$ cat src/rtl/sram_util_pkg.sv
// Helpers shared by SRAM-backed buffers.
// ptr_inc gives the wrapping pointer increment for any depth, not only powers of two.
package sram_util_pkg;

    function automatic int ptr_inc(input int ptr, input int depth);
        return (ptr >= depth - 1) ? 0 : ptr + 1;
    endfunction

endpackage

$ cat src/rtl/sram_generic.sv
// Generic two-port SRAM with registered reads; each q holds its value between reads.
// rstb is a synchronous active-low clear of the array and both read registers.
module sram_generic #(
    parameter int nbits  = 8,
    parameter int nwords = 8,
    localparam int naddrb = $clog2(nwords)
) (
    input  logic              clk,
    input  logic              rstb,
    input  logic [naddrb-1:0] addr_1,
    input  logic [nbits-1:0]  data_1,
    input  logic              wren_1,
    input  logic              rden_1,
    output logic [nbits-1:0]  q_1,
    input  logic [naddrb-1:0] addr_2,
    input  logic [nbits-1:0]  data_2,
    input  logic              wren_2,
    input  logic              rden_2,
    output logic [nbits-1:0]  q_2
);

    logic [nbits-1:0] mem_reg [nwords];

    // Port 1 is written last, so it wins when both ports write one address.
    always_ff @(posedge clk) begin
        if (!rstb) begin
            for (int i = 0; i < nwords; i++) begin
                mem_reg[i] <= '0;
            end
        end else begin
            if (wren_2) begin
                mem_reg[addr_2] <= data_2;
            end
            if (wren_1) begin
                mem_reg[addr_1] <= data_1;
            end
        end
    end

    // Read-before-write: a same-cycle read returns the previous contents.
    always_ff @(posedge clk) begin
        if (!rstb) begin
            q_1 <= '0;
            q_2 <= '0;
        end else begin
            if (rden_1) begin
                q_1 <= mem_reg[addr_1];
            end
            if (rden_2) begin
                q_2 <= mem_reg[addr_2];
            end
        end
    end

endmodule

$ cat src/rtl/sram_fifo.sv
// Valid/ready FIFO on a two-port SRAM; the SRAM read register is the output stage,
// so out_data is always a held word and capacity is nwords + 1.
module sram_fifo
    import sram_util_pkg::*;
#(
    parameter int nbits  = 8,
    parameter int nwords = 8,
    parameter int afull  = nwords - 1,
    localparam int naddrb = $clog2(nwords),
    localparam int lw     = $clog2(nwords + 2)
) (
    input  logic             clk,
    input  logic             rst,
    input  logic [nbits-1:0] in_data,
    input  logic             in_valid,
    output logic             in_ready,
    output logic [nbits-1:0] out_data,
    output logic             out_valid,
    input  logic             out_ready,
    output logic [lw-1:0]    level,
    output logic             almost_full
);

    localparam logic [lw-1:0] nwords_c = lw'(nwords);
    localparam logic [lw-1:0] afull_c  = lw'(afull);

    logic [naddrb-1:0] wr_ptr_reg, wr_ptr_next;
    logic [naddrb-1:0] rd_ptr_reg, rd_ptr_next;
    logic [lw-1:0]     mem_count_reg, mem_count_next;
    logic              out_valid_reg, out_valid_next;
    logic              accept;
    logic              rd_issue;
    logic [nbits-1:0]  q_1_unused;

    // in_ready depends on registers only, never on out_ready.
    assign in_ready    = (mem_count_reg < nwords_c);
    assign accept      = in_valid & in_ready;
    assign rd_issue    = (mem_count_reg != '0) & (~out_valid_reg | out_ready);
    assign out_valid   = out_valid_reg;
    assign level       = mem_count_reg + lw'(out_valid_reg);
    assign almost_full = (level >= afull_c);

    always_comb begin
        wr_ptr_next    = wr_ptr_reg;
        rd_ptr_next    = rd_ptr_reg;
        mem_count_next = mem_count_reg;
        out_valid_next = rd_issue | (out_valid_reg & ~out_ready);
        if (accept) begin
            wr_ptr_next = naddrb'(ptr_inc(int'(wr_ptr_reg), nwords));
        end
        if (rd_issue) begin
            rd_ptr_next = naddrb'(ptr_inc(int'(rd_ptr_reg), nwords));
        end
        case ({accept, rd_issue})
            2'b10:   mem_count_next = mem_count_reg + 1'b1;
            2'b01:   mem_count_next = mem_count_reg - 1'b1;
            default: mem_count_next = mem_count_reg;
        endcase
    end

    always_ff @(posedge clk) begin
        if (rst) begin
            wr_ptr_reg    <= '0;
            rd_ptr_reg    <= '0;
            mem_count_reg <= '0;
            out_valid_reg <= 1'b0;
        end else begin
            wr_ptr_reg    <= wr_ptr_next;
            rd_ptr_reg    <= rd_ptr_next;
            mem_count_reg <= mem_count_next;
            out_valid_reg <= out_valid_next;
        end
    end

    sram_generic #(
        .nbits  (nbits),
        .nwords (nwords)
    ) u_mem (
        .clk    (clk),
        .rstb   (~rst),
        .addr_1 (wr_ptr_reg),
        .data_1 (in_data),
        .wren_1 (accept),
        .rden_1 (1'b0),
        .q_1    (q_1_unused),
        .addr_2 (rd_ptr_reg),
        .data_2 ('0),
        .wren_2 (1'b0),
        .rden_2 (rd_issue),
        .q_2    (out_data)
    );

endmodule
$ cat config.mk
export PLATFORM = sky130hd
export DESIGN_NAME = sram_fifo
export DESIGN_NICKNAME = d
export VERILOG_FILES = /design/src/rtl/sram_util_pkg.sv /design/src/rtl/sram_generic.sv /design/src/rtl/sram_fifo.sv
export SDC_FILE = /design/constraint.sdc
export NUM_CORES = 1
export LEC_CHECK = 0
export ABC_AREA = 1
export CAP_MARGIN = 25
export CORE_MARGIN = 2
export CORE_UTILIZATION = 42
export CTS_CLUSTER_SIZE = 28
export DETAILED_ROUTE_END_ITERATION = 8
export MAX_ROUTING_LAYER = met4
export SLEW_MARGIN = 5
export SYNTH_ARGS = -nofsm -noshare
export SYNTH_HDL_FRONTEND = slang
export SYNTH_HIERARCHICAL = 1
export SYNTH_SLANG_ARGS = --single-unit
$ cat constraint.sdc
create_clock -name clk -period 1.9 [get_ports clk]
set_clock_uncertainty 0.1 [all_clocks]
set_input_delay 0.285 -clock clk [delete_from_list [all_inputs] [get_ports clk]]
set_output_delay 0.285 -clock clk [all_outputs]
set_load 0.01 [all_outputs]
==> reports/metrics.cfg <==
[final_timing]
final.hold.worst_slack_ps=421.0
fin_ws_ps=41.31
hold_viol=0
fin_tns_setup_ps=0
max_freq_ghz=0.5380
finalCriticalPeriod_ps=1859
timing.final.setup_violations=0
rsz0062_at_grt=true
final_min_period_over_clock_period_pct=97.83

[layout]
num-nonclk-buffers=63
final_net_count=605
area.growth.synth_to_final_pct=22.55
layout.non_clock_inverters=107
final_core_util_pct=52.83
largest_class=registers
clock_buffer_count=9
fin_cells=729
design_area_um2=5752
layout.sequential_cells=83
comb_area_share_pct=34.57
most-common-layout-cells=97 x inv_1, 97 x nand2_1, 64 x o22ai_1, 64 x edfxtp_1, 50 x nand3_1
n_multi_input_combinational_cell=320
final-clk-cell-share_pct=3.916
insertedDiodeCount=0
largest_reg_flops=64
fillers=964
buffer_area_share_pct=11.36
share_of_the_final_layout_cell_area_in_sequential_cells_pct=40.13
layout.area.comb_um2=1988

[critical_path]
cp.required_ps=1510
critical_path.endpoint=almost_full
number_of_cells_on_the_worst_reg_to_reg_path=9
cp_num_buf_inv=1
critical_path.most_common_cell=ha_4
critPathSlowestCell=dfxtp_4
worstPathCellList=ha_4, ha_4, nand2_2, o21ai_1, buf_2
setup.worst_path.start_class=flop
crit-reg2reg-launch=out_valid
crit_type=flop to primary output
cp_max_fo=2
critical_path_cell_count=5
worst_r2r_endpoint=mem_count_reg[0]
wp_data_arrival_ps=1470
kind_of_cell_with_the_highest_combined_delay_on_the_critical_path=adder cells

[floorplan]
row_count=38
die_x_um=109.7
die_y_um=109.7
pin_count=27
fp-utilization_pct=43.11
chip_area_um2=12040
nWellTaps=140

[worst_hold_path]
capture_endpoint_of_the_worst_hold_path=u_mem/q_2[0]
hold_start=u_mem/q_2[0]
timing.hold.worst.class=flop to flop

[synthesis]
synth_area_um2=4693
postSynthAreaPerCell_um2=9.060
post_synth_inst_count=518

[route]
routed_wirelength_um=11530
top_layer_used=met4
detail_route.first_pass.iterations=5
first_iter_violations=213
count_of_vias_placed_by_the_detailed_router=3782
postRouteAntennaNets=0
drc_errors=0
dr_wl_met2_um=5512
m1WireLength_um=5084

[clock_tree]
cts_htree_levels=3
cts_tree=built
cts.hold.buffers_added=0
tritoncts_num_sinks=83
numCtsBuffers=9
path_clk_slew_ps=90
clkLatencyLatePin_ps=370
cts_post_setup_buffers_inserted=0
cts-root-buf=clkbuf_8

[power]
power.internal_mw=4.274
totalPowerFinal_mw=6.961
powerSeq_mw=2.43
power.largest_group=combinational logic
switching_power_mw=2.687
power.leakage_nw=2.504
p_seq_share_pct=34.9
share_clk_of_total_power_pct=20.7
power-per-cell-area_nw_per_um2=1210
combinationalPower_mw=3.09
p_comb_share_pct=44.4
pg_clk_mw=1.44

[global_route]
grt_use_met2_pct=34.57
initial_antenna_violation_count=0

[outcome]
status=finished, final reports clean

[placement]
io_buffer_count=26
dp_slack_ps=-210.6
dpl_cell_area_um2=5482
dp.cells=713
gp_congestion=0.8779

[flow_run]
openroad.warnings=28
max_cap_violations=0

gates.png
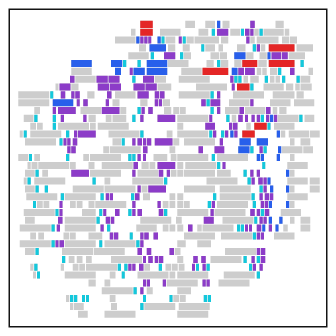
blue -> nor cells  # cells 34, most used nor2_1
red -> fa/ha/maj cells  # cells 9, most used ha_1
purple -> nand cells  # cells 174, most used nand2_1
cyan -> inv cells  # cells 107, most used inv_1, where widely spread

m2.png
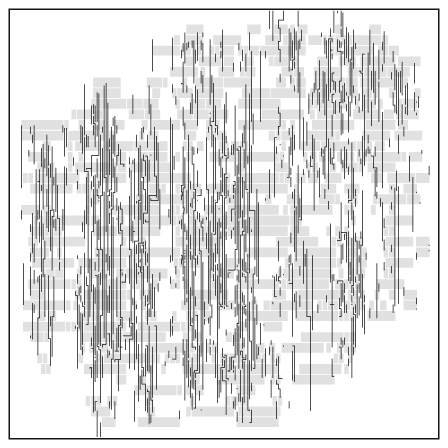
nets with wire on the layer = 465
longest straight run = 57.1 µm

m3.png
The bar under the picture is 20 µm long.
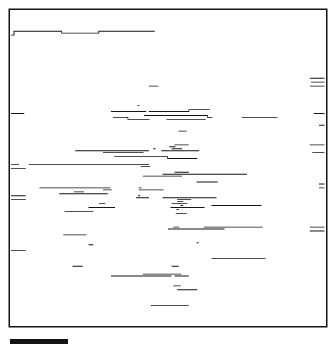
main direction = horizontal
wire length on this layer = 689 µm
nets with wire on the layer = 55
longest straight run = 41.4 µm

congestion_map.png
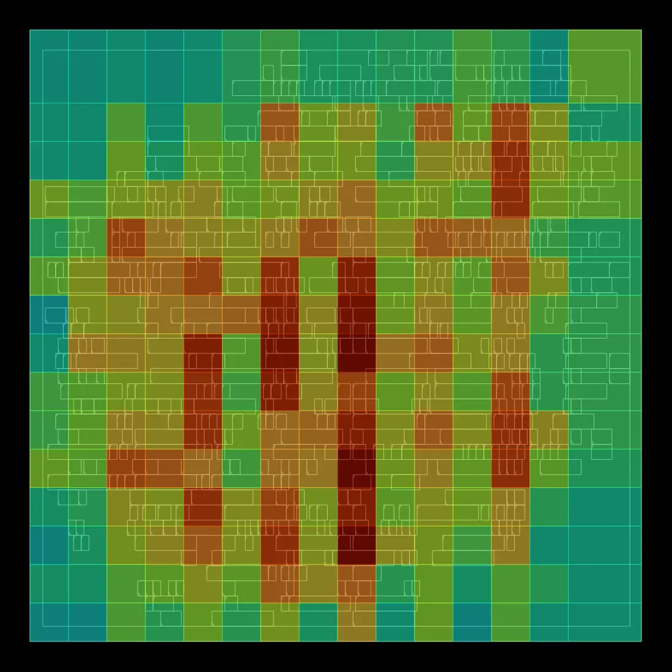
total global routing track utilization: 21.50%
wire per inst: 15.81 µm
Most Used Layer, Global Route: met2
met1 Track Usage GR: 27.01%
met3 usage: 3.438%

ff_map.png
Other sequential cells in the stronger grey, the rest of the logic in the fainter grey.
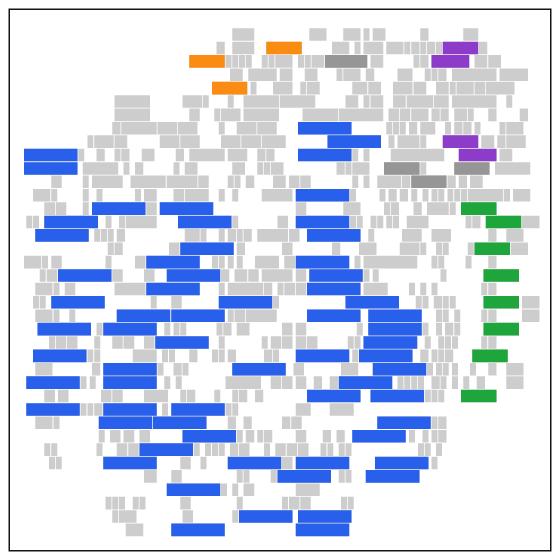
purple -> mem_count_reg  # sequential cells 4, where north-east
blue -> u_mem/mem_reg  # sequential cells 64
orange -> wr_ptr_reg  # sequential cells 3
green -> u_mem/q_2  # sequential cells 8, where east

No activity file was given, so power comes from the tool's default toggle rates.
